==> src/rtl/dbg_loader_if.sv <==
// dbg_loader_if
//   Groups the signals of the debug controller: the host byte stream
//   (rx_*/tx_*), the CPU debug port (debug, clk_ld, addr, din, we_im, we_dm)
//   and the CPU read-back sources (dout_im, dout_dm, dout_rf, pc_chk).
//   master : the debug controller side (drives rx_ready, tx_*, debug port, busy)
//   slave  : the host/CPU side (drives rx_data/rx_valid, tx_ready, read data)
interface dbg_loader_if;
  logic [7:0]  rx_data;
  logic        rx_valid;
  logic        rx_ready;
  logic [7:0]  tx_data;
  logic        tx_valid;
  logic        tx_ready;
  logic        debug;
  logic        clk_ld;
  logic [31:0] addr;
  logic [31:0] din;
  logic        we_im;
  logic        we_dm;
  logic [31:0] dout_im;
  logic [31:0] dout_dm;
  logic [31:0] dout_rf;
  logic [31:0] pc_chk;
  logic        busy;

  modport master (
    input  rx_data, rx_valid, tx_ready, dout_im, dout_dm, dout_rf, pc_chk,
    output rx_ready, tx_data, tx_valid, debug, clk_ld, addr, din,
           we_im, we_dm, busy
  );

  modport slave (
    output rx_data, rx_valid, tx_ready, dout_im, dout_dm, dout_rf, pc_chk,
    input  rx_ready, tx_data, tx_valid, debug, clk_ld, addr, din,
           we_im, we_dm, busy
  );
endinterface

==> src/rtl/dbg_loader.sv <==
// dbg_loader
//   Host-side debug controller. Decodes framed byte commands from the host
//   (W write word, R read word, P read PC, H halt, G go, S single step),
//   drives the CPU debug port and answers with ACK 0x06, NAK 0x15 or four
//   big-endian data bytes.
// Ports
//   clk    : system clock
//   rstn   : asynchronous active-low reset
//   bus    : dbg_loader_if.master (byte stream, debug port, read-back data)
// Parameters
//   ADDR_W : bits of the 16-bit frame address kept on addr (zero-extended)
module dbg_loader #(
  parameter int unsigned ADDR_W = 16
) (
  input  logic         clk,
  input  logic         rstn,
  dbg_loader_if.master bus
);

  localparam logic [7:0] OPC_W = 8'h57;
  localparam logic [7:0] OPC_R = 8'h52;
  localparam logic [7:0] OPC_P = 8'h50;
  localparam logic [7:0] OPC_H = 8'h48;
  localparam logic [7:0] OPC_G = 8'h47;
  localparam logic [7:0] OPC_S = 8'h53;
  localparam logic [7:0] C_ACK = 8'h06;
  localparam logic [7:0] C_NAK = 8'h15;

  localparam logic [31:0] C_AMASK =
    (ADDR_W >= 32) ? '1 : ((32'd1 << ADDR_W) - 32'd1);

  typedef enum logic [2:0] {
    S_IDLE, S_TGT, S_ADR, S_DAT, S_EXEC, S_WAIT, S_SEND, S_ACK
  } state_e;

  typedef enum logic [1:0] {
    OP_NONE, OP_WR, OP_RD, OP_PC
  } op_e;

  state_e      r_state, w_nxt_state;
  op_e         r_op, w_nxt_op;
  logic [1:0]  r_tgt, w_nxt_tgt;
  logic [2:0]  r_cnt, w_nxt_cnt;
  logic [7:0]  r_a1, w_nxt_a1;
  logic [23:0] r_dbuf, w_nxt_dbuf;
  logic [31:0] r_addr, w_nxt_addr;
  logic [31:0] r_din, w_nxt_din;
  logic        r_we_im, w_nxt_we_im;
  logic        r_we_dm, w_nxt_we_dm;
  logic        r_clk_ld, w_nxt_clk_ld;
  logic        r_debug, w_nxt_debug;
  logic [23:0] r_shift, w_nxt_shift;
  logic [7:0]  r_tx_data, w_nxt_tx_data;
  logic        r_tx_valid, w_nxt_tx_valid;
  logic        r_rx_ready, w_nxt_rx_ready;

  logic        w_rx_fire;
  logic        w_tx_fire;
  logic [31:0] w_rd_word;

  assign w_rx_fire = bus.rx_valid & r_rx_ready;
  assign w_tx_fire = r_tx_valid & bus.tx_ready;

  // Read-back source: PC for 'P', otherwise the target selected in the frame.
  always_comb begin
    w_rd_word = bus.dout_rf;
    if (r_op == OP_PC) begin
      w_rd_word = bus.pc_chk;
    end else begin
      case (r_tgt)
        2'd0:    w_rd_word = bus.dout_im;
        2'd1:    w_rd_word = bus.dout_dm;
        default: w_rd_word = bus.dout_rf;
      endcase
    end
  end

  always_ff @(posedge clk or negedge rstn) begin
    if (!rstn) begin
      r_state    <= S_IDLE;
      r_op       <= OP_NONE;
      r_tgt      <= '0;
      r_cnt      <= '0;
      r_a1       <= '0;
      r_dbuf     <= '0;
      r_addr     <= '0;
      r_din      <= '0;
      r_we_im    <= 1'b0;
      r_we_dm    <= 1'b0;
      r_clk_ld   <= 1'b0;
      r_debug    <= 1'b1;
      r_shift    <= '0;
      r_tx_data  <= '0;
      r_tx_valid <= 1'b0;
      r_rx_ready <= 1'b0;
    end else begin
      r_state    <= w_nxt_state;
      r_op       <= w_nxt_op;
      r_tgt      <= w_nxt_tgt;
      r_cnt      <= w_nxt_cnt;
      r_a1       <= w_nxt_a1;
      r_dbuf     <= w_nxt_dbuf;
      r_addr     <= w_nxt_addr;
      r_din      <= w_nxt_din;
      r_we_im    <= w_nxt_we_im;
      r_we_dm    <= w_nxt_we_dm;
      r_clk_ld   <= w_nxt_clk_ld;
      r_debug    <= w_nxt_debug;
      r_shift    <= w_nxt_shift;
      r_tx_data  <= w_nxt_tx_data;
      r_tx_valid <= w_nxt_tx_valid;
      r_rx_ready <= w_nxt_rx_ready;
    end
  end

  always_comb begin
    w_nxt_state    = r_state;
    w_nxt_op       = r_op;
    w_nxt_tgt      = r_tgt;
    w_nxt_cnt      = r_cnt;
    w_nxt_a1       = r_a1;
    w_nxt_dbuf     = r_dbuf;
    w_nxt_addr     = r_addr;
    w_nxt_din      = r_din;
    w_nxt_we_im    = 1'b0;
    w_nxt_we_dm    = 1'b0;
    w_nxt_clk_ld   = 1'b0;
    w_nxt_debug    = r_debug;
    w_nxt_shift    = r_shift;
    w_nxt_tx_data  = r_tx_data;
    w_nxt_tx_valid = r_tx_valid;

    case (r_state)
      S_IDLE: begin
        if (w_rx_fire) begin
          // Single-byte replies are loaded on the accepting edge.
          w_nxt_state    = S_ACK;
          w_nxt_tx_valid = 1'b1;
          w_nxt_tx_data  = C_NAK;
          case (bus.rx_data)
            OPC_W: begin
              if (r_debug) begin
                w_nxt_op       = OP_WR;
                w_nxt_state    = S_TGT;
                w_nxt_tx_valid = 1'b0;
              end
            end
            OPC_R: begin
              w_nxt_op       = OP_RD;
              w_nxt_state    = S_TGT;
              w_nxt_tx_valid = 1'b0;
            end
            OPC_P: begin
              w_nxt_op       = OP_PC;
              w_nxt_state    = S_WAIT;
              w_nxt_tx_valid = 1'b0;
            end
            OPC_H: begin
              w_nxt_debug   = 1'b1;
              w_nxt_tx_data = C_ACK;
            end
            OPC_G: begin
              w_nxt_debug   = 1'b0;
              w_nxt_tx_data = C_ACK;
            end
            OPC_S: begin
              if (r_debug) begin
                w_nxt_clk_ld   = 1'b1;
                w_nxt_state    = S_EXEC;
                w_nxt_tx_valid = 1'b0;
              end
            end
            default: ;
          endcase
        end
      end

      S_TGT: begin
        if (w_rx_fire) begin
          // RF is readable but not writable.
          if ((r_op == OP_WR) ? (bus.rx_data > 8'd1) : (bus.rx_data > 8'd2)) begin
            w_nxt_state    = S_ACK;
            w_nxt_tx_valid = 1'b1;
            w_nxt_tx_data  = C_NAK;
          end else begin
            w_nxt_tgt   = bus.rx_data[1:0];
            w_nxt_cnt   = '0;
            w_nxt_state = S_ADR;
          end
        end
      end

      S_ADR: begin
        if (w_rx_fire) begin
          if (r_cnt == 3'd0) begin
            w_nxt_a1  = bus.rx_data;
            w_nxt_cnt = 3'd1;
          end else begin
            w_nxt_addr  = {16'h0000, r_a1, bus.rx_data} & C_AMASK;
            w_nxt_cnt   = '0;
            w_nxt_state = (r_op == OP_WR) ? S_DAT : S_WAIT;
          end
        end
      end

      S_DAT: begin
        if (w_rx_fire) begin
          if (r_cnt == 3'd3) begin
            w_nxt_din   = {r_dbuf, bus.rx_data};
            w_nxt_we_im = (r_tgt == 2'd0);
            w_nxt_we_dm = (r_tgt == 2'd1);
            w_nxt_state = S_EXEC;
          end else begin
            w_nxt_dbuf = {r_dbuf[15:0], bus.rx_data};
            w_nxt_cnt  = r_cnt + 3'd1;
          end
        end
      end

      S_EXEC: begin
        w_nxt_state    = S_ACK;
        w_nxt_tx_valid = 1'b1;
        w_nxt_tx_data  = C_ACK;
      end

      S_WAIT: begin
        w_nxt_tx_data  = w_rd_word[31:24];
        w_nxt_shift    = w_rd_word[23:0];
        w_nxt_tx_valid = 1'b1;
        w_nxt_cnt      = '0;
        w_nxt_state    = S_SEND;
      end

      S_SEND: begin
        if (w_tx_fire) begin
          if (r_cnt == 3'd3) begin
            w_nxt_tx_valid = 1'b0;
            w_nxt_state    = S_IDLE;
          end else begin
            w_nxt_tx_data = r_shift[23:16];
            w_nxt_shift   = {r_shift[15:0], 8'h00};
            w_nxt_cnt     = r_cnt + 3'd1;
          end
        end
      end

      S_ACK: begin
        if (w_tx_fire) begin
          w_nxt_tx_valid = 1'b0;
          w_nxt_state    = S_IDLE;
        end
      end

      default: w_nxt_state = S_IDLE;
    endcase

    w_nxt_rx_ready = (w_nxt_state == S_IDLE) || (w_nxt_state == S_TGT) ||
                     (w_nxt_state == S_ADR)  || (w_nxt_state == S_DAT);
  end

  assign bus.rx_ready = r_rx_ready;
  assign bus.tx_data  = r_tx_data;
  assign bus.tx_valid = r_tx_valid;
  assign bus.debug    = r_debug;
  assign bus.clk_ld   = r_clk_ld;
  assign bus.addr     = r_addr;
  assign bus.din      = r_din;
  assign bus.we_im    = r_we_im;
  assign bus.we_dm    = r_we_dm;
  assign bus.busy     = (r_state != S_IDLE);

endmodule

==> src/flat_wrapper.sv <==
// flat-port wrapper written by rule: the top's interface ports become plain ports
module dbg_loader_flat 
#(
  parameter int unsigned ADDR_W = 16
)
  (clk, rstn, bus_rx_data, bus_rx_valid, bus_tx_ready, bus_dout_im, bus_dout_dm, bus_dout_rf, bus_pc_chk, bus_rx_ready, bus_tx_data, bus_tx_valid, bus_debug, bus_clk_ld, bus_addr, bus_din, bus_we_im, bus_we_dm, bus_busy);
  dbg_loader_if bus_i ();
  input  logic clk;
  input  logic rstn;
  input wire logic [$bits(bus_i.rx_data)-1:0] bus_rx_data;
  input wire logic [$bits(bus_i.rx_valid)-1:0] bus_rx_valid;
  input wire logic [$bits(bus_i.tx_ready)-1:0] bus_tx_ready;
  input wire logic [$bits(bus_i.dout_im)-1:0] bus_dout_im;
  input wire logic [$bits(bus_i.dout_dm)-1:0] bus_dout_dm;
  input wire logic [$bits(bus_i.dout_rf)-1:0] bus_dout_rf;
  input wire logic [$bits(bus_i.pc_chk)-1:0] bus_pc_chk;
  output wire logic [$bits(bus_i.rx_ready)-1:0] bus_rx_ready;
  output wire logic [$bits(bus_i.tx_data)-1:0] bus_tx_data;
  output wire logic [$bits(bus_i.tx_valid)-1:0] bus_tx_valid;
  output wire logic [$bits(bus_i.debug)-1:0] bus_debug;
  output wire logic [$bits(bus_i.clk_ld)-1:0] bus_clk_ld;
  output wire logic [$bits(bus_i.addr)-1:0] bus_addr;
  output wire logic [$bits(bus_i.din)-1:0] bus_din;
  output wire logic [$bits(bus_i.we_im)-1:0] bus_we_im;
  output wire logic [$bits(bus_i.we_dm)-1:0] bus_we_dm;
  output wire logic [$bits(bus_i.busy)-1:0] bus_busy;
  assign bus_i.rx_data = bus_rx_data;
  assign bus_i.rx_valid = bus_rx_valid;
  assign bus_i.tx_ready = bus_tx_ready;
  assign bus_i.dout_im = bus_dout_im;
  assign bus_i.dout_dm = bus_dout_dm;
  assign bus_i.dout_rf = bus_dout_rf;
  assign bus_i.pc_chk = bus_pc_chk;
  assign bus_rx_ready = bus_i.rx_ready;
  assign bus_tx_data = bus_i.tx_data;
  assign bus_tx_valid = bus_i.tx_valid;
  assign bus_debug = bus_i.debug;
  assign bus_clk_ld = bus_i.clk_ld;
  assign bus_addr = bus_i.addr;
  assign bus_din = bus_i.din;
  assign bus_we_im = bus_i.we_im;
  assign bus_we_dm = bus_i.we_dm;
  assign bus_busy = bus_i.busy;
  dbg_loader #(.ADDR_W(ADDR_W)) u_core (.clk(clk), .rstn(rstn), .bus(bus_i));
endmodule
==> config.mk <==
export PLATFORM = sky130hd
export DESIGN_NAME = dbg_loader_flat
export DESIGN_NICKNAME = d
export VERILOG_FILES = /design/src/rtl/dbg_loader_if.sv /design/src/rtl/dbg_loader.sv /design/src/flat_wrapper.sv
export SDC_FILE = /design/constraint.sdc
export NUM_CORES = 1
export LEC_CHECK = 0
export ABC_AREA = 1
export ABC_CLOCK_PERIOD_IN_PS = 3450
export CAP_MARGIN = 40
export CORE_MARGIN = 2
export CORE_UTILIZATION = 50
export CTS_CLUSTER_DIAMETER = 150
export CTS_CLUSTER_SIZE = 8
export DETAILED_ROUTE_END_ITERATION = 10
export PLACE_DENSITY_LB_ADDON = 0.05
export SLEW_MARGIN = 30
export SYNTH_ARGS = -nofsm -noshare
export SYNTH_HDL_FRONTEND = slang
export SYNTH_SLANG_ARGS = --single-unit
==> constraint.sdc <==
create_clock -name clk -period 3.45 [get_ports clk]
set_input_delay 0.5175 -clock clk [delete_from_list [all_inputs] [get_ports clk]]
set_output_delay 0.5175 -clock clk [all_outputs]
set_load 0.005 [all_outputs]
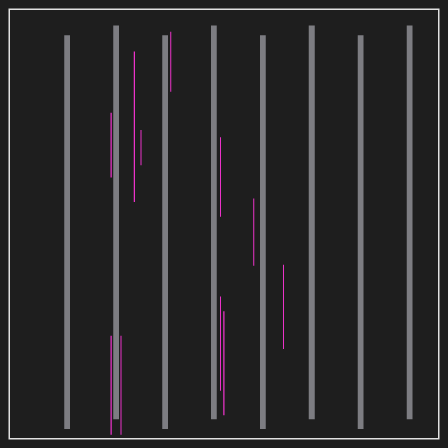
Fig. 1. Metal 4.
Supply wires on this layer in gray.
share of all routed wire = 1.3%
main direction = vertical
via count: 6404
final wirelength: 20.01 mm

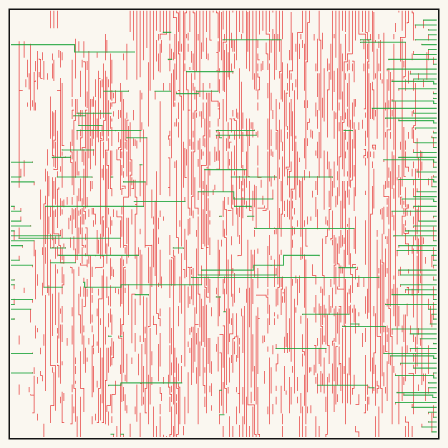
Fig. 2. Metal layers overlaid.
Two of the layers only.
green -> M3  # wire length 1260 um
red -> M2  # wire length 9920 um

==> results.cfg <==
; flow metrics
[run_status]
status = complete, no violations

[yosys]
synth_seq_share_pct = 48.67
area_leaders = dfrtp_1 48%, nand2_1 19%, nand3_1 4.6%
ys_area_sq_um = 6584
syn_avg_cell_area_sq_um = 7.568
async_flop_share_pct = 100.0
ys_sh_simple_pct = 29.46
ys_cells = 870
yosysTopAreaCell = dfrtp_1
logic_family = simple AND/OR/NAND/NOR gates
ys_warn_count = 0

[grt]
overflow = 0

[timing]
setup_tns_ps = 0
setup_slack_ps = 1080
final.period_utilization_pct = 68.70

[setup_path]
reg2reg_slack_ps = 1130
cp.arrival_ps = 1850
cp_slowest_stage_delay_ps = 610
critPathBufInv = 2
ff2ff_path_depth = 7

[power]
pg_clk_mw = 1.82
total_power_mw = 5.864
power_density_nw_per_um2 = 634.3
pwr-share-seq_pct = 38.0

[cells_and_area]
largest_reg_flops = 32
diodes = 0
fillCellCount = 1020
instances_no_fill = 1243

[die]
fp.coreArea_sq_um = 12720
ios = 219

[detailed_routing]
first_iter_violations = 427

[job]
warnings = 27

[cts]
post_cts_buffers = 0
path_clk_slew_ps = 60

[placement]
pre_cts_ws_ps = 1061
Power figures rest on the tool's default switching activity, not on a simulated workload.
